File: src/rtl/dmem_bridge.sv
// Data-memory bridge: turns level CPU load/store requests into a held mem_req handshake with a wait-cycle timeout.
// Optional build macro DMEM_ALIGN_CHECK_EN: misaligned requests fault immediately without touching memory.
module dmem_bridge #(
    parameter int TIMEOUT = 15
) (
    input  logic        clk,
    input  logic        reset,
    input  logic [31:0] cpu_addr,
    input  logic [31:0] cpu_wdata,
    input  logic        cpu_read,
    input  logic        cpu_write,
    output logic [31:0] cpu_rdata,
    output logic        stall,
    output logic        fault,
    output logic        mem_req,
    output logic        mem_we,
    output logic [31:0] mem_addr,
    output logic [31:0] mem_wdata,
    input  logic        mem_ack,
    input  logic [31:0] mem_rdata
);

    typedef enum logic [1:0] {IDLE, BUSY, DONE} state_t;

    localparam logic [7:0] TIMEOUT_LAST = 8'(TIMEOUT - 1);

    state_t      state_q, state_d;
    logic        mem_req_q, mem_req_d;
    logic        mem_we_q, mem_we_d;
    logic [31:0] mem_addr_q, mem_addr_d;
    logic [31:0] mem_wdata_q, mem_wdata_d;
    logic [31:0] cpu_rdata_q, cpu_rdata_d;
    logic        fault_q, fault_d;
    logic [7:0]  cnt_q, cnt_d;
    logic        cpu_req;
    logic        misaligned;

    assign cpu_req = cpu_read | cpu_write;

`ifdef DMEM_ALIGN_CHECK_EN
    assign misaligned = (cpu_addr[1:0] != 2'b00);
`else
    assign misaligned = 1'b0;
`endif

    always_comb begin
        state_d     = state_q;
        mem_req_d   = 1'b0;
        mem_we_d    = mem_we_q;
        mem_addr_d  = mem_addr_q;
        mem_wdata_d = mem_wdata_q;
        cpu_rdata_d = cpu_rdata_q;
        fault_d     = 1'b0;
        cnt_d       = cnt_q;
        case (state_q)
            IDLE: begin
                if (cpu_req) begin
                    // A simultaneous read+write is treated as a store.
                    mem_addr_d  = cpu_addr;
                    mem_wdata_d = cpu_wdata;
                    mem_we_d    = cpu_write;
                    cnt_d       = 8'd0;
                    if (misaligned) begin
                        state_d = DONE;
                        fault_d = 1'b1;
                        if (!cpu_write) cpu_rdata_d = 32'h0;
                    end else begin
                        state_d   = BUSY;
                        mem_req_d = 1'b1;
                    end
                end
            end
            BUSY: begin
                if (mem_ack) begin
                    state_d = DONE;
                    if (!mem_we_q) cpu_rdata_d = mem_rdata;
                end else begin
                    cnt_d = cnt_q + 8'd1;
                    if (cnt_q == TIMEOUT_LAST) begin
                        state_d = DONE;
                        fault_d = 1'b1;
                        if (!mem_we_q) cpu_rdata_d = 32'h0;
                    end else begin
                        mem_req_d = 1'b1;
                    end
                end
            end
            DONE: begin
                state_d = IDLE;
            end
            default: begin
                state_d = IDLE;
            end
        endcase
    end

    always_ff @(posedge clk or posedge reset) begin
        if (reset) begin
            state_q     <= IDLE;
            mem_req_q   <= 1'b0;
            mem_we_q    <= 1'b0;
            mem_addr_q  <= 32'h0;
            mem_wdata_q <= 32'h0;
            cpu_rdata_q <= 32'h0;
            fault_q     <= 1'b0;
            cnt_q       <= 8'd0;
        end else begin
            state_q     <= state_d;
            mem_req_q   <= mem_req_d;
            mem_we_q    <= mem_we_d;
            mem_addr_q  <= mem_addr_d;
            mem_wdata_q <= mem_wdata_d;
            cpu_rdata_q <= cpu_rdata_d;
            fault_q     <= fault_d;
            cnt_q       <= cnt_d;
        end
    end

    assign stall     = ((state_q == IDLE) && cpu_req) || (state_q == BUSY);
    assign mem_req   = mem_req_q;
    assign mem_we    = mem_we_q;
    assign mem_addr  = mem_addr_q;
    assign mem_wdata = mem_wdata_q;
    assign cpu_rdata = cpu_rdata_q;
    assign fault     = fault_q;

endmodule

File: config.mk
export PLATFORM = sky130hd
export DESIGN_NAME = dmem_bridge
export DESIGN_NICKNAME = d
export VERILOG_FILES = /design/src/rtl/dmem_bridge.sv
export SDC_FILE = /design/constraint.sdc
export NUM_CORES = 1
export LEC_CHECK = 0
export ABC_AREA = 0
export CORE_MARGIN = 5
export CORE_UTILIZATION = 41
export DETAILED_ROUTE_END_ITERATION = 6
export PLACE_DENSITY = 0.9
export SLEW_MARGIN = 20
export SYNTH_ARGS = -nofsm -noshare
export SYNTH_HDL_FRONTEND = slang
export SYNTH_SLANG_ARGS = --single-unit
File: constraint.sdc
create_clock -name clk -period 4.2 [get_ports clk]
set_clock_uncertainty 0.1 [all_clocks]
set_input_delay 0.84 -clock clk [delete_from_list [all_inputs] [get_ports clk]]
set_output_delay 0.84 -clock clk [all_outputs]
set_load 0.005 [all_outputs]
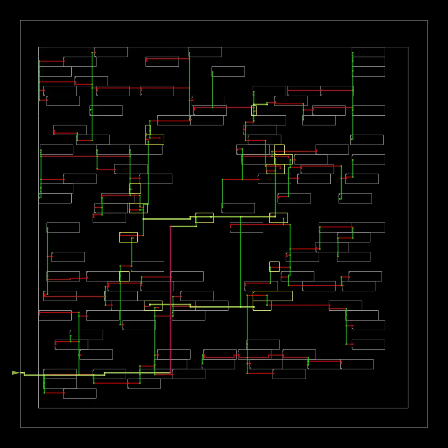
Fig. 1. Clock routing (run 1).
# clk buffers: 11
clk latency late pin: 340 ps
clk sink count: 109
Num CTS Buffers: 9

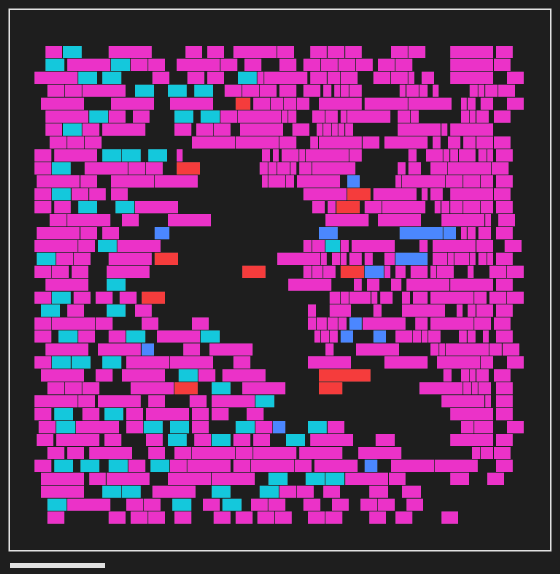
Fig. 2. Sizing map (run 1).
Scale bar: 20 um.
Blue shows x3 and x4, cells 13, most used buf_4. Magenta shows x1 and smaller, cells 458, most used clkdlybuf4s50_1. Cyan shows x2, cells 60, most used mux2_2. Red shows x6 and larger, cells 11, most used clkbuf_8.
Layout area overhead: 53.1%
setup ws final: 834 ps

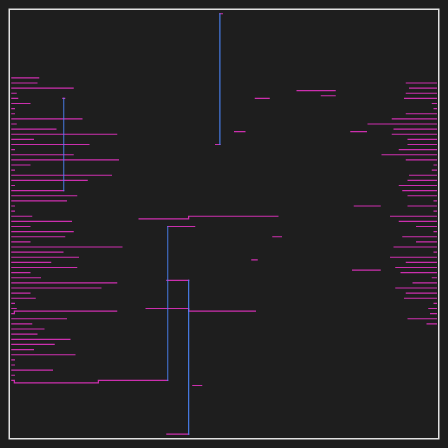
Fig. 3. Metal layers overlaid (run 1).
Two of the layers only.
Blue shows M4, wire length 141 um. Magenta shows M3, wire length 1,130 um.
Total GRT Usage: 0.177
Routed WL: 11.5 mm

==> reports/qor.yml, run 1 <==
cp-startpoint: "cpu_write"
clk_pin_slew_ps: 100
postSynthSeqShare: 0.621
cp.depth: 4
async_reset_ff_frac: 1.00
yosys-top-cells-count: "dfrtp_1 (109), mux2_2 (59), inv_1 (37), o21ai_0 (34), a22oi_1 (32)"
power_mw: 4.55
tritoncts: "done"
fa_ha_area_frac: 0.00569
yosysUniqueCellTypes: 32
htreeDepth: 3
synthesis.nets: 445
slew_headroom: 0.264
die_w_um: 114
min_period_over_period: 0.801
hold-worst-slack_ps: 395
power_leader: "combinational logic"
grt_use_met3: 0.0737
status: "complete, no violations"
comb_area_um2: 1460
fp-row-count: 37
critPathMaxFanout: 7
fp_util: 0.424
pwr.group.sequential_mw: 1.82
hold_class: "reg -> reg"
critPathSlowestCell: "nor2_1"
layout_top_cells: "clkdlybuf4s50_1 (200), dfrtp_1 (109), mux2_2 (59)"
p_clk_frac: 0.138
max_cap_violations: 0
finish.utilization: 0.649
tightestPinTransition_ps: 1100
comb_area_share: 0.217
diodes: 0
reg2reg_slack_ps: 2100
fmaxAchievable_mhz: 297
fillers: 792
area_leaders: "dfrtp_1 (62%), mux2_2 (15%), a22oi_1 (5.5%), o21ai_0 (3.9%), inv_1 (3.2%)"
p_comb_frac: 0.462
r2r-start: "state_q[1]"
xor_share: 0
pg_clk_mw: 0.626
startpoint_type: "input pin"
clock_area_frac: 0.0286
topCombFamilyByArea: "multiplexers"
hold_viol: 0
placedInstanceArea_um2: 6530
buffer_area_frac: 0.303
top_cell: "dfrtp_1"
yosysTopAreaCell: "dfrtp_1"
nWellTaps: 136
grt_pass1_wl_mm: 18.2
grt.busiest_layer: "met2"
clockBufferDepth: 2
grt_overflow: 0
dr.first_iter.drc_count: 218
yosysWarnings: 0
max_stage_delay_ps: 490
drive_gt1_frac: 0.155
viasPerCell: 5.02
wl_per_cell_um: 17.0
warnings: 27
flop_area_um2: 2730
holdBufCountCts: 0
edf_count: 0
instances_no_fill: 678
whs_endpoint: "mem_wdata[3]"
dp.final_hpwl_mm: 8.64
ys_seq_elements: 109
ios: 201
netlist_area_um2: 4400
p_sw_frac: 0.302
finalSetupViolations: 0
num-nonclk-buffers: 205
grt_pass1_vias: 3573
mux_share: 0.166
ys_chip_area_um2: 4400
gp_congestion: 0.804
==> inputs of run 2 (changes only) <==
==> constraint.sdc (replaced) <==
create_clock -name clk -period 3.4 [get_ports clk]
set_clock_uncertainty 0.1 [all_clocks]
set_input_delay 0.68 -clock clk [delete_from_list [all_inputs] [get_ports clk]]
set_output_delay 0.68 -clock clk [all_outputs]
set_load 0.005 [all_outputs]
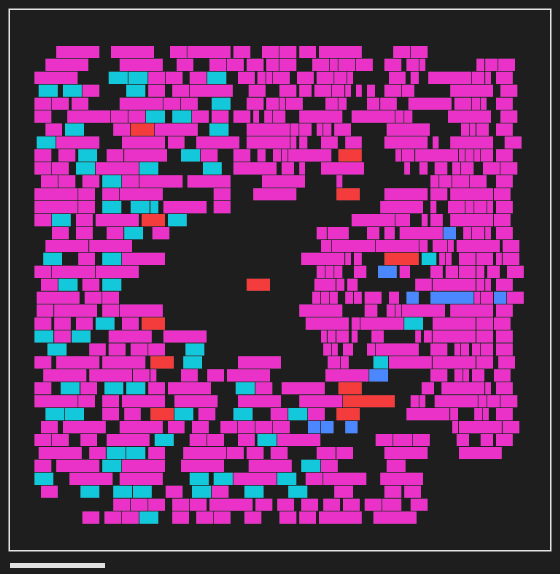
Fig. 4. Sizing map (run 2).
Scale bar: 20 um.
Magenta shows x1 and smaller, cells 457, most used clkdlybuf4s50_1. Red shows x6 and larger, cells 12, most used clkbuf_8. Blue shows x3 and x4, cells 9, most used buf_4. Cyan shows x2, cells 63, most used mux2_2.

==> run 2 against run 1 <==
  * Total power rose by 23%
  * Critical path depth increased by 1
  * Combinational power rose by 24%
  * Global-route usage up 0.32 points
  * First-iteration DRC count decreased by 6.0%
  * Design area about the same
  * Sequential power up 24%
  * Register-to-register slack worse by 710 ps
  * Critical path type unchanged
  * Largest power group unchanged
  * Highest routed layer unchanged
==> reports/qor.yml, run 2 <==
status: "complete, no violations"  # unchanged
hold_start: "mem_wdata[0]"  # was mem_wdata[3]
p_comb_frac: 0.465  # was 0.462
cp_top_family: "buffers and inverters"  # unchanged
viasPerCell: 5.08  # was 5.02
tightestPinTransition_ps: 854  # was 1100 ps
fmaxAchievable_mhz: 350
ys_seq_elements: 109  # unchanged
finish.utilization: 0.649  # about the same
critPathArrivalTime_ps: 2070  # was 2430 ps
dp_cells: 663  # was 662
dr_total_vias: 3438  # was 3,402
fa_ha_area_frac: 0.00569  # unchanged
buffer_area_frac: 0.306  # was 0.303
stdcell_area_um2: 6730  # about the same
power_density_nw_per_um2: 833  # was 675 nW/um2
grt_pass1_vias: 3633  # was 3,573
grt_overflow: 0  # unchanged
dp.final_hpwl_mm: 8.71  # was 8.64 mm
whs_path_depth: 1  # unchanged
yosysUniqueCellTypes: 32  # unchanged
critPathBufInv: 3  # was 2
wl_per_cell_um: 17.0  # about the same
nets: 641  # was 640
postRouteAntennaNets: 0  # unchanged
htreeDepth: 3  # unchanged
min_period_ps: 2850
fp_util: 0.424  # unchanged
async_reset_ff_frac: 1.00  # unchanged
edf_count: 0  # unchanged
syn_avg_cell_area_um2: 12.9  # unchanged
fillers: 814  # was 792
reg2reg_slack_ps: 1390  # was 2100 ps
diodes: 0  # unchanged
netlist_area_um2: 4400  # unchanged
critPathRequiredTime_ps: 2620  # was 3260 ps
die_y_um: 114  # unchanged
highest_layer: "met4"  # unchanged
inv_count: 37  # unchanged
die_w_um: 114  # unchanged
fp.coreArea_um2: 10400  # unchanged
area_leaders: "dfrtp_1 (62%), mux2_2 (15%), a22oi_1 (5.5%), o21ai_0 (3.9%), inv_1 (3.2%)"  # unchanged
comb_area_share: 0.215  # was 0.217
grt.busiest_layer: "met2"  # unchanged
first_pass_iters: 4  # was 5
finalSetupViolations: 0  # unchanged
critPathSlowestCell: "clkdlybuf4s50_1"  # was nor2_1
globalRouteMet1Util: 0.209  # was 0.202
synthToLayoutAreaGrowth_pct: 53.1  # about the same
pwr.group.sequential_mw: 2.25  # was 1.82 mW
grt_pass1_wl_mm: 18.7  # was 18.2 mm
cts_resized: 0  # unchanged
critPathMaxFanout: 7  # unchanged
tns_ps: 0  # unchanged
tritoncts: "done"  # unchanged
fp-row-count: 37  # unchanged
grt_usage: 0.181  # was 0.177
topCombFamilyByArea: "multiplexers"  # unchanged
cts_made_buffers: 9  # unchanged
slew_headroom: 0.431  # was 0.264
postSynthSeqShare: 0.621  # unchanged
max_stage_delay_ps: 520  # was 490 ps
dr.first_iter.drc_count: 205  # was 218
cp.depth: 5  # was 4
max_cap_violations: 0  # unchanged
worstSetupEndpoint: "stall"  # unchanged
ios: 201  # unchanged
yosysWarnings: 0  # unchanged
yosys-top-cells-count: "dfrtp_1 (109), mux2_2 (59), inv_1 (37), o21ai_0 (34), a22oi_1 (32)"  # unchanged
clk_pin_slew_ps: 90  # was 100 ps
hold_viol: 0  # unchanged
wl_met3_mm: 1.01  # was 1.13 mm
p_clk_frac: 0.134  # was 0.138
clockBufferDepth: 2  # unchanged
multi_input_comb_cells: 175  # unchanged
p_seq_frac: 0.402  # was 0.401
netlist.area_leader.share: 0.621  # unchanged
synthesis.nets: 445  # unchanged
portBuffers: 200  # unchanged
lay_top_count: "clkdlybuf4s50_1"  # unchanged
num-nonclk-buffers: 206  # was 205
clock_latency_ps: 350  # was 340 ps
p_sw_frac: 0.297  # was 0.302
pg_clk_mw: 0.749  # was 0.626 mW
mux_share: 0.166  # unchanged
r2r-start: "state_q[1]"  # unchanged
hold-worst-slack_ps: 389  # was 395 ps
cts_root_buffer: "clkbuf_8"  # unchanged
p_leak_nw: 2.90  # was 2.89 nW
drive_gt1_frac: 0.155  # about the same
gp_congestion: 0.829  # was 0.804
grt_setup_unrepaired: "no"  # unchanged
crit_chain: "clkdlybuf4s50_1, nor2_1, buf_4, a21oi_1, clkdlybuf4s50_1"  # was clkdlybuf4s50_1, nor2_1, a21oi_1, clkdlybuf4s50_1
power_leader: "combinational logic"  # unchanged
xor_share: 0  # unchanged
seq-cell-share: 0.405  # about the same
startpoint_type: "input pin"  # unchanged
r2r_cells: 3  # unchanged
met2_length_mm: 5.87  # was 5.93 mm
power_mw: 5.60  # was 4.55 mW
pre_cts_ws_ps: 565  # was 848 ps
largestClassByArea: "registers"  # unchanged
comb_area_um2: 1450  # was 1460 um2
nWellTaps: 136  # unchanged
instances_no_fill: 677  # was 678
min_period_over_period: 0.840
flop_area_um2: 2730  # unchanged
drc_errors: 0  # unchanged
critPathMostFrequentCell: "clkdlybuf4s50_1"  # unchanged
drt-met1-wl_mm: 4.31  # was 4.32 mm
p_int_mw: 3.94  # was 3.17 mW
die_area_um2: 12900  # unchanged
grt_use_met3: 0.0605  # was 0.0737
antenna_found_initial: 0  # unchanged
cp-startpoint: "cpu_write"  # unchanged
drt_wl_total_mm: 11.5  # about the same
synth-main-ff-cell: "dfrtp_1"  # unchanged
endpoint_kind: "primary output"  # unchanged
ys_chip_area_um2: 4400  # unchanged
nClkBuffers: 12  # was 11
postSynthCellCount: 342  # unchanged
p_sw_mw: 1.66  # was 1.37 mW
top_cell: "dfrtp_1"  # unchanged
grt_max_degree: 71  # was 98
slew_viol_final: 0  # unchanged
ir_worst_vdd_uv: 442  # was 329 uV
placedInstanceArea_um2: 6550  # was 6530 um2
whs_endpoint: "mem_wdata[0]"  # was mem_wdata[3]
hold_class: "reg -> reg"  # unchanged
warnings: 27  # unchanged
clock_area_frac: 0.0268  # was 0.0286
cts.sinks: 109  # unchanged
holdBufCountCts: 0  # unchanged
yosysTopAreaCell: "dfrtp_1"  # unchanged
layout_top_cells: "clkdlybuf4s50_1 (200), dfrtp_1 (109), mux2_2 (59)"  # unchanged
layout_setup_ws_ps: 546  # was 834 ps
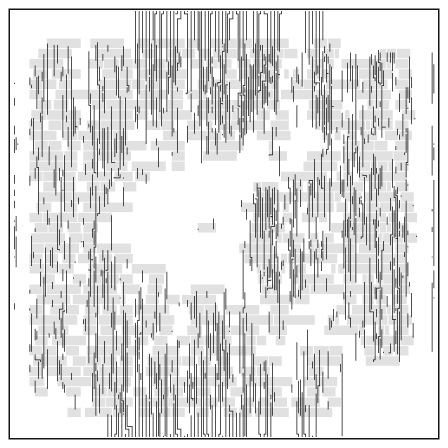
Fig. 5. Metal 2 (run 2).
Cells faint in the background.
The wires run mostly vertical. The layer holds 51% of the routed length. The longest straight run is 40.3 um. The layer carries 5,870 um of wire. 581 nets have wire on it.

Power is estimated from default activity; no workload was simulated.
